### src/rtl/uart_rx_oversampled.sv
// rtl/uart_rx_oversampled.sv - oversampled UART receiver with optional parity; `define RX_SYNC_EN adds a 2-flop rx synchronizer
module uart_rx_oversampled #(
    parameter int DATA_WIDTH = 8,
    parameter int PRESCALE_W = 8
) (
    input  logic                  clk,
    input  logic                  rst,
    input  logic                  rx_in,
    input  logic [PRESCALE_W-1:0] prescale,
    input  logic                  par_enable,
    input  logic                  par_type,
    output logic [DATA_WIDTH-1:0] data_out_bus,
    output logic                  data_valid_out,
    output logic                  par_err,
    output logic                  stop_err,
    output logic                  busy
);
    typedef enum logic [2:0] {IDLE, START, DATA, PARITY, STOP} state_t;

    localparam int BIT_CNT_W = $clog2(DATA_WIDTH);
    localparam logic [PRESCALE_W-1:0] P_ONE    = PRESCALE_W'(1);
    localparam logic [BIT_CNT_W-1:0]  B_ONE    = BIT_CNT_W'(1);
    localparam logic [BIT_CNT_W-1:0]  LAST_BIT = BIT_CNT_W'(DATA_WIDTH - 1);

    logic rx_s;

`ifdef RX_SYNC_EN
    logic [1:0] sync_q;
    always_ff @(posedge clk or negedge rst) begin
        if (!rst) sync_q <= 2'b11;
        else      sync_q <= {sync_q[0], rx_in};
    end
    assign rx_s = sync_q[1];
`else
    assign rx_s = rx_in;
`endif

    state_t                  state, state_nxt;
    logic [PRESCALE_W-1:0]   edge_cnt, mid, mid_m1, mid_p1;
    logic [BIT_CNT_W-1:0]    bit_cnt;
    logic                    s_lo, s_mid, sample, sample_pt, bit_end;
    logic [DATA_WIDTH-1:0]   shift_q;
    logic                    par_bad;

    assign mid       = prescale >> 1;
    assign mid_m1    = mid - P_ONE;
    assign mid_p1    = mid + P_ONE;
    assign sample_pt = (edge_cnt == mid_p1);
    assign bit_end   = (edge_cnt == prescale - P_ONE);
    // Majority vote of three samples straddling the bit centre
    assign sample    = (s_lo & s_mid) | (s_lo & rx_s) | (s_mid & rx_s);
    assign busy      = (state != IDLE);

    always_ff @(posedge clk or negedge rst) begin
        if (!rst) state <= IDLE;
        else      state <= state_nxt;
    end

    always_comb begin
        state_nxt = state;
        case (state)
            IDLE:    if (!rx_s) state_nxt = START;
            START:   if (sample_pt && sample) state_nxt = IDLE;
                     else if (bit_end)        state_nxt = DATA;
            DATA:    if (bit_end && bit_cnt == LAST_BIT)
                         state_nxt = par_enable ? PARITY : STOP;
            PARITY:  if (bit_end) state_nxt = STOP;
            // Leave at the stop sample so a back-to-back start edge is caught
            STOP:    if (sample_pt) state_nxt = IDLE;
            default: state_nxt = IDLE;
        endcase
    end

    always_ff @(posedge clk or negedge rst) begin
        if (!rst) begin
            edge_cnt       <= '0;
            bit_cnt        <= '0;
            s_lo           <= 1'b1;
            s_mid          <= 1'b1;
            shift_q        <= '0;
            par_bad        <= 1'b0;
            data_out_bus   <= '0;
            data_valid_out <= 1'b0;
            par_err        <= 1'b0;
            stop_err       <= 1'b0;
        end else begin
            data_valid_out <= 1'b0;
            par_err        <= 1'b0;
            stop_err       <= 1'b0;

            // The start-edge cycle itself is count 0 of the start bit
            if (state_nxt == IDLE)  edge_cnt <= '0;
            else if (state == IDLE) edge_cnt <= P_ONE;
            else if (bit_end)       edge_cnt <= '0;
            else                    edge_cnt <= edge_cnt + P_ONE;

            if (state_nxt != state) bit_cnt <= '0;
            else if (bit_end)       bit_cnt <= bit_cnt + B_ONE;

            if (edge_cnt == mid_m1) s_lo  <= rx_s;
            if (edge_cnt == mid)    s_mid <= rx_s;

            if (state == START) par_bad <= 1'b0;
            if (state == DATA && sample_pt) shift_q[bit_cnt] <= sample;
            if (state == PARITY && sample_pt) par_bad <= (^shift_q) ^ sample ^ par_type;

            if (state == STOP && sample_pt) begin
                stop_err <= ~sample;
                par_err  <= par_bad;
                if (sample && !par_bad) begin
                    data_valid_out <= 1'b1;
                    data_out_bus   <= shift_q;
                end
            end
        end
    end
endmodule

### config.mk
export PLATFORM = sky130hd
export DESIGN_NAME = uart_rx_oversampled
export DESIGN_NICKNAME = d
export VERILOG_FILES = /design/src/rtl/uart_rx_oversampled.sv
export SDC_FILE = /design/constraint.sdc
export NUM_CORES = 1
export LEC_CHECK = 0
export CAP_MARGIN = 20
export CELL_PAD_IN_SITES_DETAIL_PLACEMENT = 0
export CELL_PAD_IN_SITES_GLOBAL_PLACEMENT = 1
export CORE_MARGIN = 1.5
export CORE_UTILIZATION = 48
export DETAILED_ROUTE_END_ITERATION = 12
export PLACE_DENSITY_LB_ADDON = 0.05
export SYNTH_ARGS = -nofsm -noshare
export SYNTH_HDL_FRONTEND = slang
export SYNTH_SLANG_ARGS = --single-unit
### constraint.sdc
create_clock -name clk -period 5.7 [get_ports clk]
set_input_delay 1.14 -clock clk [delete_from_list [all_inputs] [get_ports clk]]
set_output_delay 1.14 -clock clk [all_outputs]
set_load 0.02 [all_outputs]
Figure 1. Cell sizes after repair (run 1).
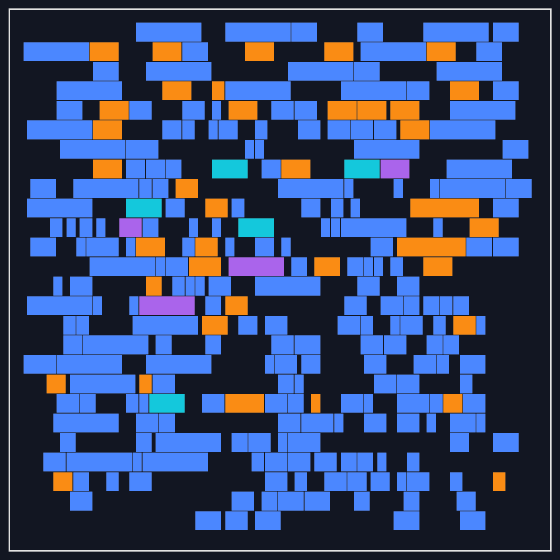
blue -> _0 and _1 cells  # cells 221, share 82%
cyan -> _6 and larger  # cells 5, share 1.9%
purple -> _3 and _4 cells  # cells 4, share 1.5%
orange -> _2 cells  # cells 38, share 14%

Figure 2. Clock wires, drivers and flops (run 1).
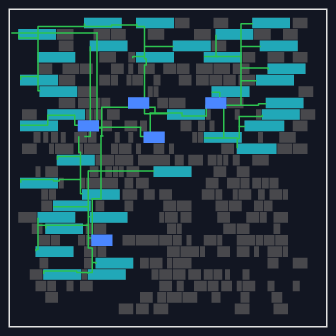
blue -> clock drivers  # count 5
cyan -> flip-flops  # count 36
green -> clock wires  # length 496 um
flops lie = spread over the die
Power Clock: 181 uW
clock network power share: 0.225

==> out/metrics.yaml, run 1 <==
outcome: "finished clean"
grt_max_degree: 37
die_h_um: 75.2
postRouteAntennaNets: 0
die_x_um: 75.2
final_area_mm2: 0.00279
comb_area_mm2: 0.00145
max_freq_mhz: 253
avgViaCountPerCell: 5.54
clkLatencyLatePin_ns: 0.29
dpl-instance-area_mm2: 0.00271
finalCritPeriodShare: 0.694
clock-skew-final_ns: 0.00362
syn_area_mm2: 0.00250
grt_pass1_vias: 1717
clkTransAtPathRegs_ns: 0.07
worstPathArrival_ns: 4.13
final_util: 0.551
dr.pass1.iters: 4
rsz0062_at_grt: "false"
power_switching_uw: 303
crit_path_max_fanout: 13
synth_flops: 36
layout-drive-gt1-share: 0.175
ir_drop_uv: 185
cp_slowest_stage_delay_ns: 0.79
vias: 1872
maxCapViolations: 0
worstHoldStart: "par_bad"
dpl_worst_slack_ns: 1.48
ys_area_mm2: 0.00250
rr_startpoint: "edge_cnt[6]"
worstHoldPathCells: 2
place_congestion: 0.821
Figure 3. Routing congestion (run 1).
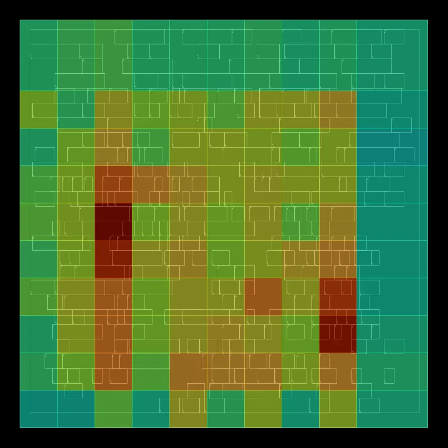
GRT Overall Usage: 0.202
global routing's busiest layer: met1
GR Util met3: 0.0361
M2 GR Usage: 0.281
DR WL/cell: 15.6 um

==> run 1: layout by cell type (no fill, tap or decap), types with 2 or more instances in the layout <==
cell type,n
dfrtp_1,34
xnor2_1,23
clkdlybuf4s50_1,23
nor2_1,22
xor2_1,18
mux2_2,18
nand2_1,12
nor3_1,10
nand3_1,10
nor4_1,9
inv_1,6
ha_1,6
nor3b_1,5
clkbuf_8,5
nand3b_1,4
nand4_1,4
nor4b_1,3
nand2b_1,3
or3_1,3
and2b_2,2
a31oi_1,2
o21ai_0,2
and3_1,2
nor3_2,2
or2b_2,2
and3_2,2
a21oi_1,2
o211ai_1,2
clkinv_2,2
dfstp_2,2
==> run 1: cells by family after synthesis <==
family	count (synthesis)	synth area share
simple gates	104	0.243
fa+ha+maj	7	0.0340
flops	36	0.361
compound gates	23	0.0801
xor+xnor	41	0.144
mux	18	0.0811
buf+inv	21	0.0571
==> run 1: synthesized netlist by cell type, drive strengths merged, types with 3 or more instances <==
cell type   n
and3        4
buf         8
clkbuf      5
dfrtp      34
ha          6
inv         7
mux2       18
nand2      12
nand2b      3
nand3      10
nand3b      4
nand4       4
nor2       23
nor3       12
nor3b       5
nor4       10
nor4b       3
or2b        3
or3         4
xnor2      23
xor2       18
==> run 1: routing by layer <==
metal | routed length [um] | track usage | vias up
met5 | 0 | 0 | -
met4 | 51 | 0.0556 | 0
met3 | 167 | 0.0361 | 6
met2 | 2250 | 0.281 | 35
met1 | 2790 | 0.317 | 904
li1 | - | - | 927
==> run 1: cell type report <==
| type | instances | share of cell area |
|---|---|---|
| sequential | 36 | 0.323 |
| tap | 70 | 0.0313 |
| timing repair buffer | 24 | 0.0842 |
| inverter | 7 | 0.00940 |
| clock inverter | 3 | 0.00672 |
| clock buffer | 5 | 0.0246 |
| multi-input combinational | 193 | 0.520 |
==> run 1: how the worst max path moves through the flow <==
stage | end | slack (ns) | depth (start not counted) | startpoint
after floorplan | edge_cnt[2] | 2.53 | 9 | prescale[2]
after global placement | shift_q[4] | 1.49 | 8 | prescale[3]
after detailed placement | data_out_bus[2] | 1.48 | 10 | prescale[2]
after CTS | edge_cnt[6] | 1.77 | 10 | prescale[1]
after global routing | edge_cnt[7] | 1.49 | 9 | prescale[2]
final | shift_q[4] | 1.74 | 8 | prescale[3]
==> run 1: stage by stage <==
step	hold slack [ns]	power, mW
CTS	0.487	0.814
floorplan	0.445	0.576
global placement	0.465	0.628
finish	0.490	0.805
detailed placement	0.467	0.629
global route	0.497	0.861
==> run 1: power by group through the flow <==
stage / clock [mW] / sequential, mW / combinational, mW
after floorplan: 0 / 0.315 / 0.260
after global placement: 0 / 0.358 / 0.270
after detailed placement: 0 / 0.357 / 0.271
after CTS: 0.188 / 0.352 / 0.274
after global routing: 0.197 / 0.361 / 0.303
final: 0.181 / 0.352 / 0.272
==> run 1: registers in the layout (all words and copies together) (netlist names) <==
name,cells
bit_cnt,3
data_out_bus,8
data_valid_out,1
edge_cnt,8
par_bad,1
par_err,1
s_lo,1
s_mid,1
shift_q,8
state,3
stop_err,1
Figure 4. Logic cells by family (run 1).
Bar = 20 um.
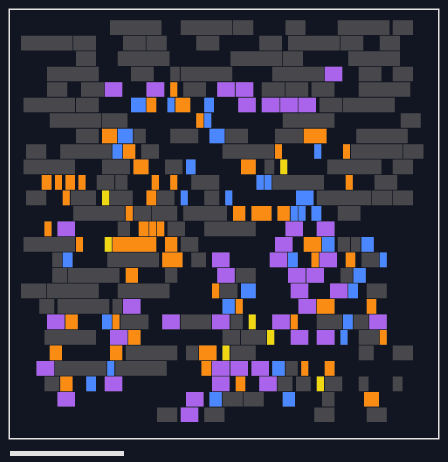

## Run 2: what changed since run 1
--- a/config.mk
+++ b/config.mk
@@ -9,7 +9,7 @@
 export CELL_PAD_IN_SITES_DETAIL_PLACEMENT = 0
 export CELL_PAD_IN_SITES_GLOBAL_PLACEMENT = 1
 export CORE_MARGIN = 1.5
-export CORE_UTILIZATION = 48
+export CORE_UTILIZATION = 40
 export DETAILED_ROUTE_END_ITERATION = 12
 export PLACE_DENSITY_LB_ADDON = 0.05
 export SYNTH_ARGS = -nofsm -noshare
==> constraint.sdc (replaced) <==
create_clock -name clk -period 3.35 [get_ports clk]
set_input_delay 0.67 -clock clk [delete_from_list [all_inputs] [get_ports clk]]
set_output_delay 0.67 -clock clk [all_outputs]
set_load 0.02 [all_outputs]
Figure 5. Logic cells by family (run 2).
Bar = 20 um.
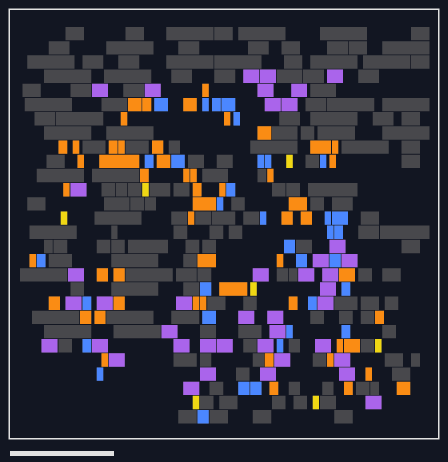
yellow -> inv cells  # cells 7
orange -> nor cells  # cells 54
purple -> xor and xnor cells  # cells 41
blue -> nand cells  # cells 34

Figure 6. Routing congestion (run 2).
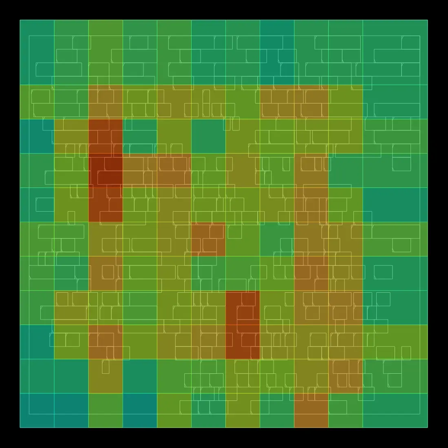
Core Util, Final: 0.509
GRT Overall Usage: 0.188
GR Util met3: 0.0367
met1 Track Usage GR: 0.286
DR WL/cell: 14.9 um

==> run 2 against run 1 <==
Sequential share of layout area is 2.7 points lower. Final cell count is 9.8% higher. Critical path type unchanged. First-iteration DRC count is 32% lower. Non-clock buffer count is 28 higher. Final area is 9.0% higher. Largest power group unchanged. Highest routed layer unchanged. Worst hold slack worse by 0.028 ns.
==> out/metrics.yaml, run 2 <==
place_congestion: 0.861  # +4.8%
grt_pass1_vias: 1920  # +12%
die_h_um: 82.1  # +9.2%
synth_flops: 36  # unchanged
layout-drive-gt1-share: 0.260  # +0.0848
clock-skew-final_ns: 0.00848  # +0.00486 ns
lay_top_count: "dfrtp_1"
outcome: "finished clean"
top_cells_by_count: "dfrtp_1 (34), xnor2_1 (23), nor2_1 (22)"
die_x_um: 82.1  # +9.2%
clkTransAtPathRegs_ns: 0.08  # about the same
yosysMostFrequentCell: "dfrtp_1"
ir_drop_uv: 344  # +86%
dr.pass1.iters: 4  # unchanged
crit_path_max_fanout: 8  # -5
comb_area_mm2: 0.00147  # +1.2%
worstPathArrival_ns: 3.28  # -0.85 ns
grt_max_degree: 37  # unchanged
cp_slowest_stage_delay_ns: 0.52  # -0.27 ns
syn_area_mm2: 0.00250  # unchanged
lay_top_cells: "dfrtp_1 (34), buf_4 (27), xnor2_1 (23), clkdlybuf4s50_1 (23), nor2_1 (22)"
p_clk_frac: 0.223  # -0.002
Figure 7. Cell sizes after repair (run 2).
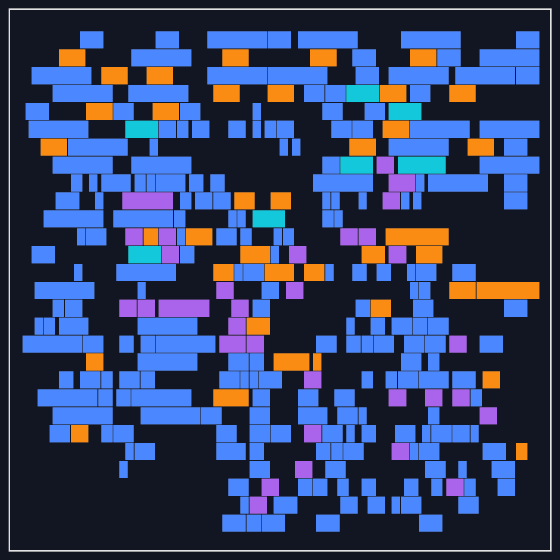
blue -> _0 and _1 cells  # cells 219, share 74%
orange -> _2 cells  # cells 38, share 13%
cyan -> _6 and larger  # cells 7, share 2.4%
purple -> _3 and _4 cells  # cells 32, share 11%
Signal buffers: 52
setup ws final: 0.238 ns
fin area: 0.00305 mm2
Layout area overhead: 21.9%

==> run 2: cell counts after synthesis <==
No cell type changed its count.
==> run 2: kinds of logic (layout without fill, tap and decap cells) <==
logic type / count (synthesis) / after routing / share of synthesized area
fa+ha+maj: 7 / 7 / 0.0340
flops: 36 / 36 / 0.361
simple gates: 104 / 104 / 0.243
buf+inv: 21 / 67 / 0.0571
xor+xnor: 41 / 41 / 0.144
compound gates: 23 / 23 / 0.0801
mux: 18 / 18 / 0.0811
==> run 2: metrics by stage <==
stage / hold WS (ns) / setup TNS [ns] / instances
after global routing: 0.525 / 0 / 371
after global placement: 0.463 / 0 / 363
final: 0.462 / 0 / 371
after detailed placement: 0.464 / -0.267 / 363
after CTS: 0.482 / 0 / 371
after floorplan: 0.374 / 0 / 250
==> run 2: worst paths after layout <==
kind / from / to / slack, ns / depth (start not counted)
min in group clk: par_bad / par_bad / 0.48 / 2
max in group asynchronous: rst / edge_cnt[7] / 2.37 / 1
max reg2reg: edge_cnt[6] / shift_q[2] / 0.70 / 8
min reg2reg: par_bad / par_bad / 0.48 / 2
max: prescale[2] / shift_q[2] / 0.24 / 10
min: rst / par_bad / 0.46 / 1
==> run 2: power groups by stage <==
stage	registers (mW)	logic (mW)	clock network, mW
floorplan	0.537	0.443	0
finish	0.602	0.521	0.322
global route	0.615	0.592	0.352
CTS	0.602	0.521	0.336
detailed placement	0.611	0.515	0
global placement	0.614	0.515	0
==> run 2: area by class of cell <==
type / count / share of cell area
clock buffers: 7 / 0.0283
clock inverters: 1 / 0.00246
inverters: 7 / 0.00862
multi-input cells: 193 / 0.483
flip-flops and latches: 36 / 0.297
well taps: 75 / 0.0308
repair buffers: 52 / 0.150
==> run 2: timing repair <==
action,4_1_cts,5_1_grt
resized,0,3
buffers inserted,0,0
setup endpoints to repair,0,3
==> run 2: routing by layer <==
layer  vias up  track usage  part of all wire
met5         -            0                 0
met4         0       0.0407            0.0062
met3         5       0.0367             0.037
met2        33        0.271              0.42
met1       908        0.286              0.54
li1        979            -                 -
## Run 3: what changed since run 2
--- a/config.mk
+++ b/config.mk
@@ -11,6 +11,7 @@
 export CORE_MARGIN = 1.5
 export CORE_UTILIZATION = 40
 export DETAILED_ROUTE_END_ITERATION = 12
+export GPL_ROUTABILITY_DRIVEN = 0
 export PLACE_DENSITY_LB_ADDON = 0.05
 export SYNTH_ARGS = -nofsm -noshare
 export SYNTH_HDL_FRONTEND = slang
Figure 8. Routing congestion (run 3).
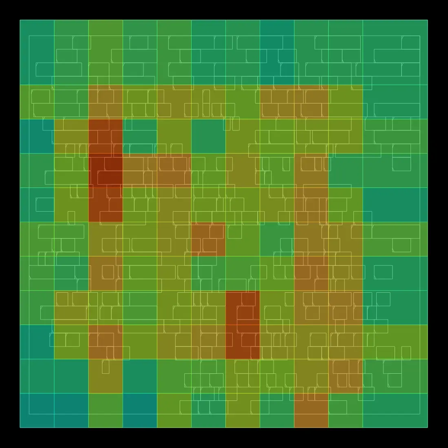
M2 GR Usage: 0.271

Figure 9. Logic cells by family (run 3).
Bar = 20 um.
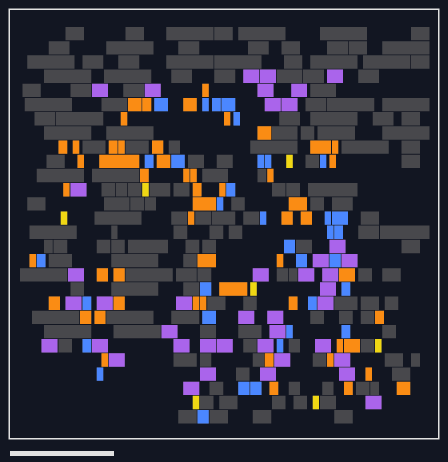
purple -> xor and xnor cells  # cells 41
yellow -> inv cells  # cells 7
blue -> nand cells  # cells 34
orange -> nor cells  # cells 54
Layout Cells excl Fill: 371
most used logic cell in the final layout: dfrtp_1
logic share of the area: 0.483

Figure 10. M3 wires (run 3).
Cells faint in the background.
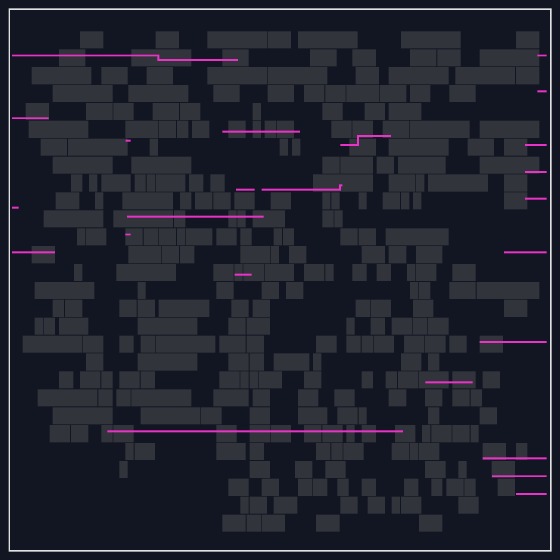
longest straight run = 44.6 um
main direction = horizontal

==> run 3 against run 2 <==
Register-to-register slack about the same. Sequential share of layout area unchanged. Clock power about the same. Core utilization unchanged. Final cell count unchanged. Clock skew unchanged. Sequential cell count unchanged. Synthesized cell count unchanged. Combinational power about the same. Clock-buffer cell count unchanged. Critical endpoint unchanged. Largest cell class unchanged.
==> out/metrics.yaml, run 3 <==
grt_use_total: 0.188  # unchanged
outcome: "finished clean"
rr_startpoint: "edge_cnt[6]"
grt_max_degree: 37  # unchanged
syn_area_mm2: 0.00250  # unchanged
tns_ns: 0  # unchanged
ir_drop_uv: 344  # unchanged
dp_cells: 363  # unchanged
clkTransAtPathRegs_ns: 0.08  # about the same
wl_per_cell_um: 14.9  # unchanged
r2r_slack_ns: 0.70  # about the same
synth_flops: 36  # unchanged
fin_ws_ns: 0.238  # unchanged
crit_path_max_fanout: 8  # unchanged
p_clk_frac: 0.223  # about the same
syn_to_final_growth_pct: 21.9  # unchanged
yosysMostFrequentCell: "dfrtp_1"
cts_setup_buffers: 0  # unchanged
layout-drive-gt1-share: 0.260  # unchanged
top_cells_by_count: "dfrtp_1 (34), xnor2_1 (23), nor2_1 (22)"
die_x_um: 82.1  # unchanged
dr.pass1.iters: 4  # unchanged
clock-skew-final_ns: 0.00848  # unchanged
grt_pass1_vias: 1920  # unchanged
timing.rr.end: "shift_q[2]"
die_h_um: 82.1  # unchanged
-- run 3: cell counts in the layout (fill, tap and decap cells not counted) --
No cell type changed its count.
-- run 3: metal layers --
metal  GRT usage  wire, um
met2       0.271      2320
met4      0.0407        34
met5           0         0
met1       0.286      2950
met3      0.0367       206
-- run 3: critical path, cell delays in order --
cell             delay, ns
clkdlybuf4s50_1       0.52
buf_4                 0.19
nand3_1               0.16
nor3_1                0.28
xor2_1                0.16
nor4_1                0.35
buf_4                 0.18
nand3b_1              0.15
nor3b_1               0.27
mux2_2                0.37
-- run 3: worst max-delay path by stage --
stage                start           to  slack [ns]  depth (start not counted)
2_1_floorplan  prescale[2]  edge_cnt[2]        0.65                          9
3_3_place_gp   prescale[1]  edge_cnt[7]       0.003                         11
3_5_place_dp   prescale[1]  edge_cnt[2]       -0.05                         11
4_1_cts        prescale[1]  edge_cnt[4]        0.19                         11
5_1_grt        prescale[7]   shift_q[2]        0.05                          9
6_report       prescale[2]   shift_q[2]        0.24                         10
-- run 3: timing repair --
action | 4_1_cts | 5_1_grt
endpoints found under the hold margin | 0 | 0
hold buffers | 0 | 0
gates resized | 0 | 3
setup endpoints to repair | 0 | 3
-- run 3: power by group through the flow --
stage          combinational (mW)  clock [mW]  sequential, mW
2_1_floorplan               0.443           0           0.537
3_3_place_gp                0.515           0           0.614
3_5_place_dp                0.515           0           0.611
4_1_cts                     0.521       0.336           0.602
5_1_grt                     0.592       0.352           0.615
6_report                    0.521       0.322           0.602
-- run 3: logic make-up (layout without fill, tap and decap cells) --
group / after synthesis / count (layout) / synth area share
muxes: 18 / 18 / 0.0811
xor gates and xnor gates: 41 / 41 / 0.144
DFF: 36 / 36 / 0.361
AOI/OAI and AO/OA: 23 / 23 / 0.0801
buffers and inverters: 21 / 67 / 0.0571
adders and majority gates: 7 / 7 / 0.0340
and+or+nand+nor: 104 / 104 / 0.243
-- run 3: cell type report --
| cell class | count | area, um2 | share of cell area |
|---|---|---|---|
| repair buffers | 52 | 458 | 0.150 |
| well taps | 75 | 93.8 | 0.0308 |
| clock buffers | 7 | 86.3 | 0.0283 |
| multi-input cells | 193 | 1470 | 0.483 |
| inverters | 7 | 26.3 | 0.00862 |
| flip-flops and latches | 36 | 903 | 0.297 |
| clock inverters | 1 | 7.51 | 0.00246 |
-- run 3: per-stage QoR --
stage	hold WS (ns)	utilization	area, um2
after global placement	0.463	0.490	2940
after detailed placement	0.464	0.490	2940
after CTS	0.482	0.506	3030
final	0.462	0.509	3050
after global routing	0.525	0.509	3050
after floorplan	0.374	-	2500
No activity file was given, so power comes from the tool's default toggle rates.
